**config.mk**
```make
export PLATFORM = sky130hd
export DESIGN_NAME = vga_timing_gen
export DESIGN_NICKNAME = d
export VERILOG_FILES = /design/src/rtl/vga_timing_gen_pkg.sv /design/src/rtl/vga_timing_gen_hcnt.sv /design/src/rtl/vga_timing_gen.sv
export SDC_FILE = /design/constraint.sdc
export NUM_CORES = 1
export LEC_CHECK = 0
export ABC_AREA = 1
export CAP_MARGIN = 0
export CELL_PAD_IN_SITES_DETAIL_PLACEMENT = 0
export CELL_PAD_IN_SITES_GLOBAL_PLACEMENT = 2
export CORE_ASPECT_RATIO = 0.75
export CORE_MARGIN = 4
export CORE_UTILIZATION = 32
export DETAILED_ROUTE_END_ITERATION = 7
export PLACE_DENSITY_LB_ADDON = 0.2
export SLEW_MARGIN = 5
export SYNTH_ARGS = -nofsm -noshare
export SYNTH_HDL_FRONTEND = slang
export SYNTH_SLANG_ARGS = --single-unit
export TNS_END_PERCENT = 100
```
**constraint.sdc**
```tcl
create_clock -name vga_clk -period 2.1 [get_ports vga_clk]
set_input_delay 0.63 -clock vga_clk [delete_from_list [all_inputs] [get_ports vga_clk]]
set_output_delay 0.63 -clock vga_clk [all_outputs]
set_load 0.02 [all_outputs]
```
**src/rtl/vga_timing_gen_pkg.sv**
```systemverilog
// VGA 640x400 timing constants, widths and the registered output bundle.
// Imported by the horizontal counter and the timing decode stage.
package vga_timing_gen_pkg;

    localparam int HCNT_W = 10;
    localparam int VCNT_W = 9;

    localparam int H_VISIBLE = 640;
    localparam int H_FP      = 16;
    localparam int H_SYNC    = 96;
    localparam int H_BP      = 48;
    localparam int H_TOTAL   = H_VISIBLE + H_FP + H_SYNC + H_BP;

    localparam int V_VISIBLE = 400;
    localparam int V_FP      = 12;
    localparam int V_SYNC    = 2;
    localparam int V_BP      = 36;
    localparam int V_TOTAL   = V_VISIBLE + V_FP + V_SYNC + V_BP;

    localparam logic HSYNC_POL = 1'b0;
    localparam logic VSYNC_POL = 1'b1;

    localparam logic [HCNT_W-1:0] H_LAST =
        HCNT_W'(H_TOTAL - 1);
    localparam logic [HCNT_W-1:0] H_VIS_END =
        HCNT_W'(H_VISIBLE);
    localparam logic [HCNT_W-1:0] H_SYNC_START =
        HCNT_W'(H_VISIBLE + H_FP);
    localparam logic [HCNT_W-1:0] H_SYNC_END =
        HCNT_W'(H_VISIBLE + H_FP + H_SYNC);

    localparam logic [VCNT_W-1:0] V_VIS_END =
        VCNT_W'(V_VISIBLE);
    localparam logic [VCNT_W-1:0] V_SYNC_START =
        VCNT_W'(V_VISIBLE + V_FP);
    localparam logic [VCNT_W-1:0] V_SYNC_END =
        VCNT_W'(V_VISIBLE + V_FP + V_SYNC);

    typedef struct packed {
        logic              hsync;
        logic              vsync;
        logic              video_on;
        logic [HCNT_W-1:0] pixel_x;
        logic [VCNT_W-1:0] pixel_y;
        logic              frame_start;
    } vga_out_t;

    localparam vga_out_t VGA_OUT_RST = '{
        hsync:       ~HSYNC_POL,
        vsync:       ~VSYNC_POL,
        video_on:    1'b0,
        pixel_x:     '0,
        pixel_y:     '0,
        frame_start: 1'b0
    };

    // Sync level for a given active/inactive decode.
    function automatic logic sync_level(
        input logic active,
        input logic pol
    );
        return active ? pol : ~pol;
    endfunction

endpackage

```
**src/rtl/vga_timing_gen_hcnt.sv**
```systemverilog
// Horizontal pixel counter 0..H_TOTAL-1 advancing on pix_en.
// Ports: vga_clk, reset (async low), pix_en in; hcnt, VcntEnable out.
module vga_timing_gen_hcnt
    import vga_timing_gen_pkg::*;
(
    input  logic              vga_clk,
    input  logic              reset,
    input  logic              pix_en,
    output logic [HCNT_W-1:0] hcnt,
    output logic              VcntEnable
);

    logic at_last;

    assign at_last = (hcnt == H_LAST);

    // Combinational so the line counter steps on the wrap edge.
    assign VcntEnable = pix_en && at_last;

    always_ff @(posedge vga_clk or negedge reset) begin
        if (!reset) begin
            hcnt <= '0;
        end else if (pix_en) begin
            if (at_last) begin
                hcnt <= '0;
            end else begin
                hcnt <= hcnt + 1'b1;
            end
        end
    end

endmodule

```
**src/rtl/vga_timing_gen.sv**
```systemverilog
// Horizontal timing stage: pixel counter plus registered sync/video decode.
// Ports: vga_clk, reset, pix_en, VcntValue in; VcntEnable, syncs, pixel out.
module vga_timing_gen
    import vga_timing_gen_pkg::*;
(
    input  logic              vga_clk,
    input  logic              reset,
    input  logic              pix_en,
    input  logic [VCNT_W-1:0] VcntValue,
    output logic              VcntEnable,
    output logic              hsync,
    output logic              vsync,
    output logic              video_on,
    output logic [HCNT_W-1:0] pixel_x,
    output logic [VCNT_W-1:0] pixel_y,
    output logic              frame_start
);

    logic [HCNT_W-1:0] hcnt;
    logic              h_vis;
    logic              v_vis;
    logic              h_act;
    logic              v_act;
    vga_out_t          nxt;
    vga_out_t          q;

    vga_timing_gen_hcnt u_hcnt (
        .vga_clk    (vga_clk),
        .reset      (reset),
        .pix_en     (pix_en),
        .hcnt       (hcnt),
        .VcntEnable (VcntEnable)
    );

    // Out-of-range line values fall outside both windows,
    // so they decode as blanking with vsync inactive.
    always_comb begin
        h_vis = (hcnt < H_VIS_END);
        v_vis = (VcntValue < V_VIS_END);
        h_act = (hcnt >= H_SYNC_START) && (hcnt < H_SYNC_END);
        v_act = (VcntValue >= V_SYNC_START) &&
                (VcntValue < V_SYNC_END);

        nxt             = VGA_OUT_RST;
        nxt.hsync       = sync_level(h_act, HSYNC_POL);
        nxt.vsync       = sync_level(v_act, VSYNC_POL);
        nxt.video_on    = h_vis && v_vis;
        nxt.pixel_x     = nxt.video_on ? hcnt : '0;
        nxt.pixel_y     = nxt.video_on ? VcntValue : '0;
        nxt.frame_start = (hcnt == '0) && (VcntValue == '0);
    end

    // frame_start clears on idle ticks so it never stretches
    // beyond one clock while pix_en is low.
    always_ff @(posedge vga_clk or negedge reset) begin
        if (!reset) begin
            q <= VGA_OUT_RST;
        end else if (pix_en) begin
            q <= nxt;
        end else begin
            q.frame_start <= 1'b0;
        end
    end

    assign hsync       = q.hsync;
    assign vsync       = q.vsync;
    assign video_on    = q.video_on;
    assign pixel_x     = q.pixel_x;
    assign pixel_y     = q.pixel_y;
    assign frame_start = q.frame_start;

endmodule

```
==> results.txt <==
Notes on the flow run.

- The routed wire length on met2 is 1.65 mm, for reference.
- The tightest hold margin is 0.484 ns, for reference.
- After detailed routing, the total wire length is 3.80 mm.
- The endpoint identified for the worst register-to-register timing path is pixel_y[1].
- The HPWL after detailed placement is 2.95 mm, for reference.
- The plain and repair buffers instantiated in the layout total 53.
- Per the post-place timing report, worst setup slack is -0.472 ns.
- The routed via count divided by cell count is 4.42, for reference.
- Per the final report, max-transition violations number 0.
- A synthesized cell averages 8.83 um2.
- Post-CTS repair changed the size of 5 cells.
- The max-slew check reports its worst relative slack as 71.9%.
- The number of global-route vias before repair is 1447, for reference.
- The placement summary gives the final routability congestion estimate as 0.762.
- STA puts the critical path data arrival time at 1.41 ns.
- The final hold violation count recorded for this run is 0.
- The total I/O pin count is 36, for reference.
- The sequential fraction of total cell area is 36.8%, for reference.
- Looking at the worst setup and hold paths, the clock pins of their registers show a slew of 0.07 ns.
- Yosys attributes the largest share of cell area to sky130_fd_sc_hd__dfrtp_1 (49%), sky130_fd_sc_hd__o21ai_2 (10%), sky130_fd_sc_hd__nand2_1 (9.9%), sky130_fd_sc_hd__inv_1 (6.2%), sky130_fd_sc_hd__nor2_1 (3.7%).
- The endpoint required time on the critical path is 1.47 ns, for reference.
- The multiplexer fraction of the synthesized cell area is 0%, for reference.
- The most used routing layer in global routing is met2, for reference.
- The accumulated negative setup slack is 0 ns, for reference.
- The dominant power group is registers, for reference.
- The DRC violation count after routing is 0, for reference.
- The end point of the worst hold path is pixel_y[0], for reference.
- The library cells used most frequently in the layout, excluding fill and tap cells, are sky130_fd_sc_hd__nand2_1 (43), sky130_fd_sc_hd__clkdlybuf4s50_1 (33), sky130_fd_sc_hd__dfrtp_1 (32).
- The pre-antenna-repair detailed-routing pass consisted of 4 iterations.
- The number of violations reported at the end of detailed-routing iteration 0 is 39, for reference.
- After synthesis, the share of flip-flops with an asynchronous set or reset is 100%.
- The worst path needs 2.04 ns of the cycle, external delays included.
- The number of enable-type register cells in the synthesized netlist is 0, for reference.
- The share of layout cells above drive strength 1 is 25.0%, for reference.
- The logic area is 641 um2, for reference.
- The global routing met2 resource utilization is 21.4%, for reference.
- The layout report lists the combined flip-flop and latch area as 827 um2.
- The class occupying the most area after layout is reported as registers.
- The path type of the worst setup path is flip-flop to output port, for reference.
- In the power breakdown, the internal column shows 1.09 mW.
- Of the synthesized area, sequential elements account for 50.9%.
- The number of warnings issued by yosys is 0, for reference.
- For this run, the post-layout net count is 253.
- The largest stage delay on the critical path is 0.59 ns, for reference.
- The met1 routing resource usage after global routing is 18.4%, for reference.
- The cell count of the worst hold path is 2, for reference.
- The area fraction in full adders, half adders and majority gates is 1.54%, for reference.
- Wire segments on met3 add up to 125 um in the final route.
- The top layer used by detailed routing is met4, for reference.
- Looking at the power breakdown, sequential logic takes 44.7% of the total.
- The flow ran to the end, and the final reports show no timing, DRC or antenna violations.
- In this run the maximum-capacitance check reported violations numbering 0.
- The CTS tree is done, for reference.
- Walking the worst path, the cells encountered are clkdlybuf4s50_1.
- The depth of the CTS H-tree is 2, for reference.
- The number of antenna violations at the first check in global routing is 0, for reference.
- Across all setup checks in the final design, the least slack found is 0.0608 ns.
- Clock buffers in the final layout number 5.
- The relative area of non-clock buffer cells in the final design is 22.3%, for reference.
- The critical path capture point type is an output port, for reference.
- The number of filler cells placed in the layout is 501, for reference.
- The simple-gate portion of the synthesized area is 23.9%, for reference.
- Per the synthesis report, the single largest cell type by area occupies 49.3% of cell area.
- The main logic family after synthesis is simple AND/OR/NAND/NOR gates, for reference.
- The worst setup path is launched from a flip-flop.
- The clock tree root driver cell is sky130_fd_sc_hd__clkbuf_8, for reference.
- The total nets after synthesis is 198, for reference.
- The beginning of the critical path is hsync, for reference.
- The number of sequential storage elements is 33, for reference.
- The compound-cell area share of the yosys netlist is 12.4%, for reference.
- The number of antenna repair diodes is 0, for reference.
- Power spread over the standard cell area amounts to 728 nW/um2.
- The number of buffers added for setup after CTS is 0, for reference.
- In this run the static leakage power is 1.11 nW.
- Power attributed to combinational cells is 439 uW.
- After the flow finishes, the layout carries non-filler instances totaling 300.
- Entering global routing, the biggest net connects 34 pins.
- The detailed placer reported the number of placed instances as 292.
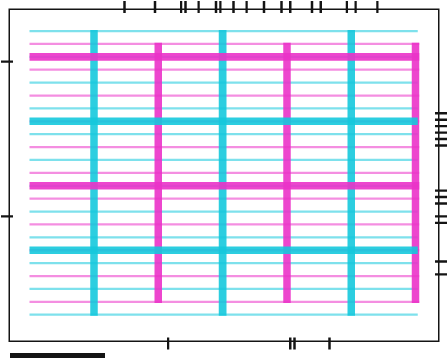
*PDN straps and rails*
Bar = 20 um. Pins as bars on the die edge.
net	colour
VDD	magenta
VSS	cyan
met4 straps	6
signal pins	36
met5 straps	4
rows	22
met1 rails	23
x dimension of the die: 90.3 um
overall die height: 69.7 um
Max rail drop VDD: 400 uV

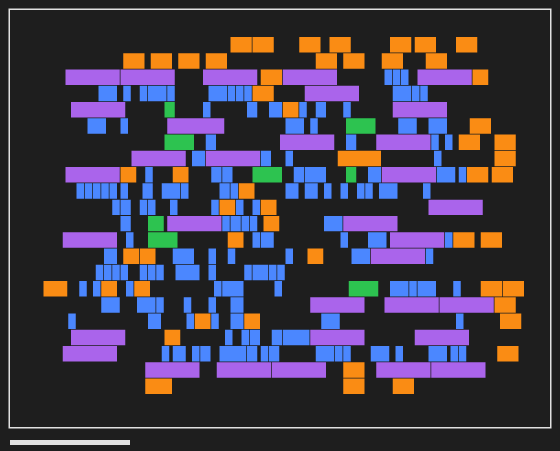
*Cell classes on the final placement*
Bar = 20 um.
class	colour	cells	share of their area
clock drivers and dummy loads	green	8	4.0%
remaining buffers and delay cells	orange	53	23%
sequential cells	purple	33	38%
remaining logic cells	blue	146	35%
CORE AREA: 4900 um2
summed area of non-filler cells in the final layout: 2250 um2
FP Rows: 22
final core utilization: 45.8%

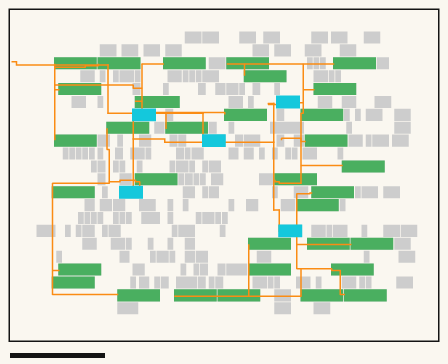
*Clock distribution*
Bar = 20 um.
[flip-flops] green | count: 33
[clock-net drivers] cyan | count: 5
[clock wires] orange | length: 457 um
flops lie	all over the die
clock latency of the later-clocked register in the worst-skew pair: 0.28 ns
maximum clock skew at final layout: 0.00363 ns
Clock Power Share: 28.4%
Power Clock: 464 uW

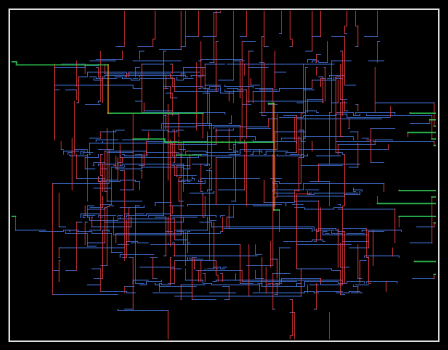
*Routed metal, one colour a layer*
layer	colour	wire length
M4	orange	32.6 um
M1	blue	1990 um
M3	green	126 um
M2	red	1650 um
global-route usage over all layers: 13.6%
WL/cell: 12.7 um
via total after detailed routing: 1326

No activity file was given, so power comes from the tool's default toggle rates.
